## src/rtl/intr_pkg.sv

```systemverilog
// -----------------------------------------------------------------------------
// intr_pkg
//   Shared definitions for the priority interrupt controller: FSM state
//   encoding, bus register offsets and a helper that builds the mask of
//   implemented source bits.
// -----------------------------------------------------------------------------
package intr_pkg;

    typedef enum logic [1:0] {
        ST_IDLE    = 2'd0,
        ST_REQ     = 2'd1,
        ST_SERVICE = 2'd2
    } intr_state_e;

    localparam logic [31:0] OFF_PEND = 32'h0000_0000;
    localparam logic [31:0] OFF_MASK = 32'h0000_0004;
    localparam logic [31:0] OFF_ID   = 32'h0000_0008;
    localparam logic [31:0] OFF_EOI  = 32'h0000_000C;

    // One bit set for every implemented source; bits at or above n stay 0.
    function automatic logic [31:0] src_mask(input int unsigned n);
        logic [31:0] m;
        m = '0;
        for (int unsigned i = 0; i < 32; i++) begin
            if (i < n) begin
                m[i] = 1'b1;
            end
        end
        return m;
    endfunction

endpackage

```

## src/rtl/prio_enc32.sv

```systemverilog
// -----------------------------------------------------------------------------
// prio_enc32
//   Combinational 32-bit priority encoder, lowest set index wins.
//
//   vec_i   : request vector
//   idx_o   : index of the lowest set bit (0 when nothing is set)
//   valid_o : at least one bit of vec_i is set
// -----------------------------------------------------------------------------
module prio_enc32 (
    input  logic [31:0] vec_i,
    output logic [4:0]  idx_o,
    output logic        valid_o
);

    // Scanning from the top down lets the lowest set bit be the last writer.
    always_comb begin
        idx_o   = '0;
        valid_o = 1'b0;
        for (int i = 31; i >= 0; i--) begin
            if (vec_i[i]) begin
                idx_o   = 5'(i);
                valid_o = 1'b1;
            end
        end
    end

endmodule

```

## src/rtl/intr_ctrl.sv

```systemverilog
// -----------------------------------------------------------------------------
// intr_ctrl
//   Memory-mapped priority interrupt controller in front of the CPU. Captures
//   rising edges on up to N_SRC interrupt lines, selects the lowest-numbered
//   enabled pending source, requests the CPU via intr and tracks a single
//   in-service source until an end-of-interrupt write.
//
//   clk    : system clock
//   clrn   : asynchronous active-low reset
//   irq    : source lines, rising-edge triggered
//   intr   : registered interrupt request to the CPU
//   inta   : CPU acknowledge pulse
//   addr   : bus address
//   wdata  : bus write data
//   we     : bus write enable
//   rdata  : combinational read data, 0 for undecoded addresses
//   irq_id : in-service source ID
//
//   Register map (offsets from BASE):
//     0x0 PEND  read pending, write-1-to-clear
//     0x4 MASK  read/write enable bits
//     0x8 ID    {26'b0, busy, irq_id}
//     0xC EOI   any write ends service, reads 0
//
//   state   | meaning
//   --------+-----------------------------------------------------------
//   IDLE    | nothing requested; waits for an enabled pending source
//   REQ     | intr high for sel_id, waiting for inta
//   SERVICE | sel_id acknowledged and in service, waiting for EOI write
// -----------------------------------------------------------------------------
module intr_ctrl
    import intr_pkg::*;
#(
    parameter int unsigned N_SRC = 8,
    parameter logic [31:0] BASE  = 32'hFFFF_FF00
) (
    input  logic             clk,
    input  logic             clrn,
    input  logic [N_SRC-1:0] irq,
    output logic             intr,
    input  logic             inta,
    input  logic [31:0]      addr,
    input  logic [31:0]      wdata,
    input  logic             we,
    output logic [31:0]      rdata,
    output logic [4:0]       irq_id
);

    localparam logic [31:0] SRC_MASK  = src_mask(N_SRC);
    localparam logic [31:0] ADDR_PEND = BASE + OFF_PEND;
    localparam logic [31:0] ADDR_MASK = BASE + OFF_MASK;
    localparam logic [31:0] ADDR_ID   = BASE + OFF_ID;
    localparam logic [31:0] ADDR_EOI  = BASE + OFF_EOI;

    logic [N_SRC-1:0] irq_dly_q;
    logic [31:0]      pend_q, pend_d;
    logic [31:0]      mask_q, mask_d;
    intr_state_e      state_q;
    logic [4:0]       sel_id_q;
    logic [4:0]       irq_id_q;
    logic             busy_q;
    logic             intr_q;

    logic [31:0]      edge_vec;
    logic [31:0]      cand;
    logic [4:0]       cand_idx;
    logic             cand_valid;
    logic             hit_pend, hit_mask, hit_id, hit_eoi;
    logic             wr_pend, wr_mask, eoi;
    logic             ack;

    // ---------------- bus decode ----------------
    assign hit_pend = (addr == ADDR_PEND);
    assign hit_mask = (addr == ADDR_MASK);
    assign hit_id   = (addr == ADDR_ID);
    assign hit_eoi  = (addr == ADDR_EOI);

    assign wr_pend  = we & hit_pend;
    assign wr_mask  = we & hit_mask;
    assign eoi      = we & hit_eoi;

    always_comb begin
        rdata = '0;
        if (hit_pend) begin
            rdata = pend_q;
        end else if (hit_mask) begin
            rdata = mask_q;
        end else if (hit_id) begin
            rdata = {26'b0, busy_q, irq_id_q};
        end
    end

    // ---------------- edge capture and pending ----------------
    assign edge_vec = 32'(irq & ~irq_dly_q);
    assign cand     = pend_q & mask_q;
    assign ack      = (state_q == ST_REQ) & inta;

    prio_enc32 u_prio_enc32 (
        .vec_i   (cand),
        .idx_o   (cand_idx),
        .valid_o (cand_valid)
    );

    // Order matters: W1C first, then a fresh edge re-sets the bit, and an
    // acknowledge clears the accepted source over both.
    always_comb begin
        pend_d = pend_q;
        if (wr_pend) begin
            pend_d = pend_d & ~wdata;
        end
        pend_d = pend_d | edge_vec;
        if (ack) begin
            pend_d[sel_id_q] = 1'b0;
        end
        pend_d = pend_d & SRC_MASK;
    end

    assign mask_d = wr_mask ? (wdata & SRC_MASK) : mask_q;

    always_ff @(posedge clk or negedge clrn) begin
        if (!clrn) begin
            irq_dly_q <= '0;
            pend_q    <= '0;
            mask_q    <= '0;
        end else begin
            irq_dly_q <= irq;
            pend_q    <= pend_d;
            mask_q    <= mask_d;
        end
    end

    // ---------------- request / service FSM ----------------
    always_ff @(posedge clk or negedge clrn) begin
        if (!clrn) begin
            state_q  <= ST_IDLE;
            sel_id_q <= '0;
            irq_id_q <= '0;
            busy_q   <= 1'b0;
            intr_q   <= 1'b0;
        end else begin
            case (state_q)
                ST_IDLE: begin
                    if (cand_valid) begin
                        state_q  <= ST_REQ;
                        sel_id_q <= cand_idx;
                        intr_q   <= 1'b1;
                    end
                end
                ST_REQ: begin
                    // sel_id is held; a higher-priority arrival waits its turn.
                    if (inta) begin
                        state_q  <= ST_SERVICE;
                        irq_id_q <= sel_id_q;
                        busy_q   <= 1'b1;
                        intr_q   <= 1'b0;
                    end else if (!cand[sel_id_q]) begin
                        state_q <= ST_IDLE;
                        intr_q  <= 1'b0;
                    end
                end
                ST_SERVICE: begin
                    if (eoi) begin
                        state_q <= ST_IDLE;
                        busy_q  <= 1'b0;
                    end
                end
                default: begin
                    state_q <= ST_IDLE;
                    busy_q  <= 1'b0;
                    intr_q  <= 1'b0;
                end
            endcase
        end
    end

    assign intr   = intr_q;
    assign irq_id = irq_id_q;

endmodule
```

## config.mk

```make
export PLATFORM = sky130hd
export DESIGN_NAME = intr_ctrl
export DESIGN_NICKNAME = d
export VERILOG_FILES = /design/src/rtl/intr_pkg.sv /design/src/rtl/prio_enc32.sv /design/src/rtl/intr_ctrl.sv
export SDC_FILE = /design/constraint.sdc
export NUM_CORES = 1
export LEC_CHECK = 0
export CORE_AREA = 2 2 76 78
export CTS_CLUSTER_DIAMETER = 150
export DETAILED_ROUTE_END_ITERATION = 10
export DIE_AREA = 0 0 78 80
export GPL_ROUTABILITY_DRIVEN = 1
export GPL_TIMING_DRIVEN = 1
export PLACE_DENSITY_LB_ADDON = 0.12
export SETUP_SLACK_MARGIN = 0.5
export SKIP_CTS_REPAIR_TIMING = 1
export SYNTH_ARGS = -nofsm -noshare
export SYNTH_HDL_FRONTEND = slang
export SYNTH_SLANG_ARGS = --single-unit
```

## constraint.sdc

```tcl
create_clock -name clk -period 1.52 [get_ports clk]
set_input_delay 0.304 -clock clk [delete_from_list [all_inputs] [get_ports clk]]
set_output_delay 0.304 -clock clk [all_outputs]
set_load 0.05 [all_outputs]
```

==> Changelog: implementation <==
### Implementation results

- Outcome: finished, violations left
- Failing checks: setup timing
- Total grt overflow: 0
- Number of distinct library cells after synthesis: 37
- Chip area line of the yosys report: 2050 µm²
- Chip area: 6240 µm²
- CTS sink cnt: 34
- Worst IR Drop VDD: 0.000495 V
- Number of global-route vias before repair: 1868
- Die H: 80 µm
- Final slew viol count: 0
- Core area: 5410 µm²
- Nets: 388
- Combinational share of power: 0.202
- Rows: 27
- CP Capture Type: primary output
- FFs w/ async S/R, synth: 1.00
- RD Place Congestion: 0.814
- Post-Route WL: 6050 µm
- R2r setup slk: 0.16 ns
- Layout cells sized above 1: 0.355
- Final HPWL DP: 4190 µm
- Min Hold Slack: 0.383 ns
- R2R cell count: 5
- Synthesis-to-layout area growth: 72.2%
- CP Max Fanout: 8
- Post-route insts no fill: 385
- Switching Share: 0.291
- Final setup fails: 24
- Post-place setup slack: -1.04 ns
- Pin count of the biggest net entering global routing: 35
- Most instantiated logic cells after routing: dfrtp_1 (32), dlymetal6s2s_1 (31), conb_1 (26)
- Synth Seq Share: 0.416
- Worst reg2reg endpoint: sel_id_q[0]
- Vias per Instance: 5.07
- Clk pwr share: 0.347
- Sequential share of power: 0.451
- Pleak: 1.75 nW
- Yosys warns: 0
- Initial antenna violation count: 0
- Crit share post-route: 1.29
- Cell count after placement: 365
- Crit path arrival time: 1.66 ns
- Drt first pass iters: 4
- Synthesized area: 2050 µm²
- Final Critical Period: 1.96 ns
- RSZ-0062 raised after global routing: yes
- Pre-Place Util: 0.378
- Tool warning count: 52
- CTS tree: done
- Diode count: 0
- H-tree levels: 2
- Gr usage total: 0.185
- # Cells Yosys: 217
- I/O pin cnt: 114
- Port Buf Inserts: 63
- WS Path Type: primary input to primary output
- Internal: 1.45 mW
- Final WS setup: -0.445 ns
- CTS Buf Count: 5
- Worst skew pair latency: 0.29 ns
- Routed Antenna Nets: 0
- Initial detailed-routing violation count: 90
- P_sw: 0.594 mW
- Vias: 1953
- Reported max-cap violation count: 0
- Clock-pin slew on the worst setup and hold paths: 0.07 ns
- WP data required: 1.22 ns
- Root buf cell: clkbuf_8
- Fin. Hold Viols: 0
- Die width: 78 µm
- PwrDens: 580 nW/µm²
- Worst-case clock buffer depth: 2
- Layout Skew: 0.00373 ns
- Drt drc: 0
- Cells after Synth: 217
- Worst Setup Start Kind: primary input
- Max Clk Rate: 509 MHz
- Top cell excl fill/tap: dfrtp_1
- R2r startpoint: mask_q[6]
- Global-route wire length before repair: 8940 µm
- Main flop type: dfrtp_1
- HP Class: primary input to async pin
- Avg Cell Area, Syn: 9.43 µm²
- Post-synth EDFFs: 0
- Yosys reg bits: 34
flip-flops by register name, indices dropped and copies added, names as in the netlist:
register,flops
busy_q,1
intr,1
irq_dly_q,8
irq_id,3
mask_q,8
pend_q,8
sel_id_q,3
state_q,2
worst max-delay path by stage:
stage               startpoint   endpoint  slack, ns  cells past startpoint
floorplan              addr[1]  mask_q[0]      -0.54                      5
global placement      addr[25]  mask_q[2]      -1.01                      5
detailed placement    addr[25]  mask_q[2]      -1.04                      5
CTS                    addr[8]   rdata[4]      -0.83                      8
global route           addr[0]   rdata[7]      -0.50                      8
finish                 addr[0]   rdata[4]      -0.44                      8
area by class of cell:
cell class	count	area, µm²
fillers	427	1880
multi-input cells	172	1330
well taps	72	90.1
inverters	4	15.0
flip-flops and latches	34	853
clock inverters	2	12.5
clock buffers	6	82.6
repair buffers	95	1140
synthesized netlist by cell type (all sizes together) (4+ instances only):
master	n	share of area
nand4	4	0.012
clkbuf	4	0.0073
nor2b	19	0.058
nand2	25	0.046
mux2i	8	0.039
o22ai	6	0.018
buf	28	0.10
nor3	6	0.015
a21oi	22	0.054
dfrtp	34	0.42
a22oi	5	0.018
nor2	10	0.018
mux2	8	0.059
inv	4	0.0073
power by group through the flow:
| stage | registers, mW | logic [mW] | clock network (mW) |
|---|---|---|---|
| 6_report | 0.921 | 0.413 | 0.709 |
| 3_3_place_gp | 0.939 | 0.393 | 0 |
| 4_1_cts | 0.921 | 0.396 | 0.722 |
| 5_1_grt | 0.922 | 0.443 | 0.779 |
| 2_1_floorplan | 0.940 | 0.254 | 0 |
| 3_5_place_dp | 0.939 | 0.395 | 0 |
stage by stage:
step / area [µm²] / utilization / TNS (ns) / total power [mW]
final: 3520 / 0.652 / -6.88 / 2.04
after global routing: 3520 / 0.652 / -8.13 / 2.14
after CTS: 3080 / 0.569 / -14.34 / 2.04
after detailed placement: 2980 / 0.552 / -19.85 / 1.33
after global placement: 2980 / 0.552 / -19.19 / 1.33
after floorplan: 2220 / - / -10.34 / 1.19
worst max-delay path, cell delays in order:
cell and delay [ns]:
buf_6 0.09, nand4b_1 0.18, buf_4 0.16, nor4_4 0.34, nand2_4 0.09, buf_12 0.16
nor3_4 0.17, buf_12 0.17
layer usage:
metal / share of wire / global-route usage / up-vias
met3: 0.052 / 0.0430 / 9
met5: 0 / 0 / -
met4: 0.015 / 0.0632 / 0
met2: 0.51 / 0.312 / 72
li1: - / - / 923
met1: 0.43 / 0.235 / 949
cells by family after synthesis:
| logic type | after synthesis | share of synthesized area |
|---|---|---|
| flip-flops | 34 | 0.416 |
| AND/OR/NAND/NOR | 81 | 0.213 |
| buffers and inverters | 36 | 0.117 |
| other | 1 | 0.00183 |
| multiplexers | 16 | 0.0979 |
| AND-OR/OR-AND | 49 | 0.154 |
Fig. 1: routing congestion map
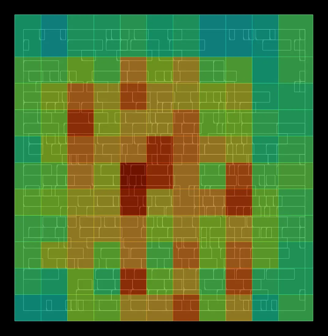
final core occ: 0.652
grt met3 use: 0.0430
met2 Usage GRT: 0.312
global route hottest layer: met2
DR WL/cell: 15.7 µm

Fig. 2: sequential cells colored by netlist name
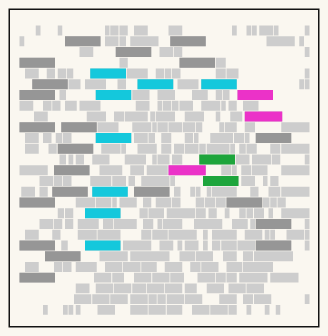
legend:
  magenta:
    signal: sel_id_q
    placed_flops: 3
  green:
    signal: state_q
    placed_flops: 2
  cyan:
    signal: mask_q
    placed_flops: 8

Fig. 3: cell classes on the final placement
The bar under the picture is 20 µm long.
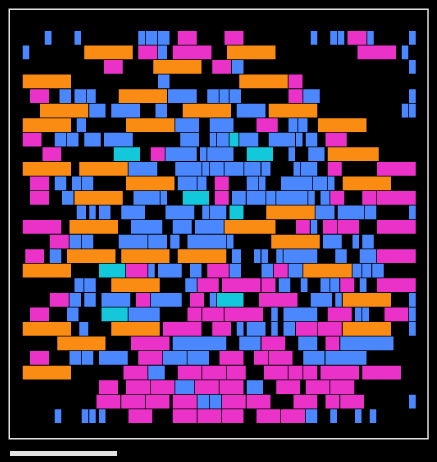
legend:
  orange:
    class: flip-flops
    cells: 34
    share_of_their_area: 25%
  magenta:
    class: other buffers and delay cells
    cells: 95
    share_of_their_area: 33%
  cyan:
    class: clock drivers and dummy loads
    cells: 8
    share_of_their_area: 2.8%
  blue:
    class: all other logic
    cells: 176
    share_of_their_area: 39%

Fig. 4: PDN straps and rails
Pins as bars on the die edge. Tap cells in gray.
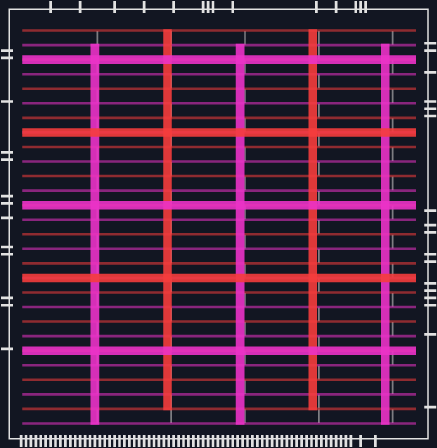
legend:
  red:
    net: VDD
  magenta:
    net: VSS
tap cells: 72
met5 straps: 5
met4 straps: 5

No activity file was given, so power comes from the tool's default toggle rates.
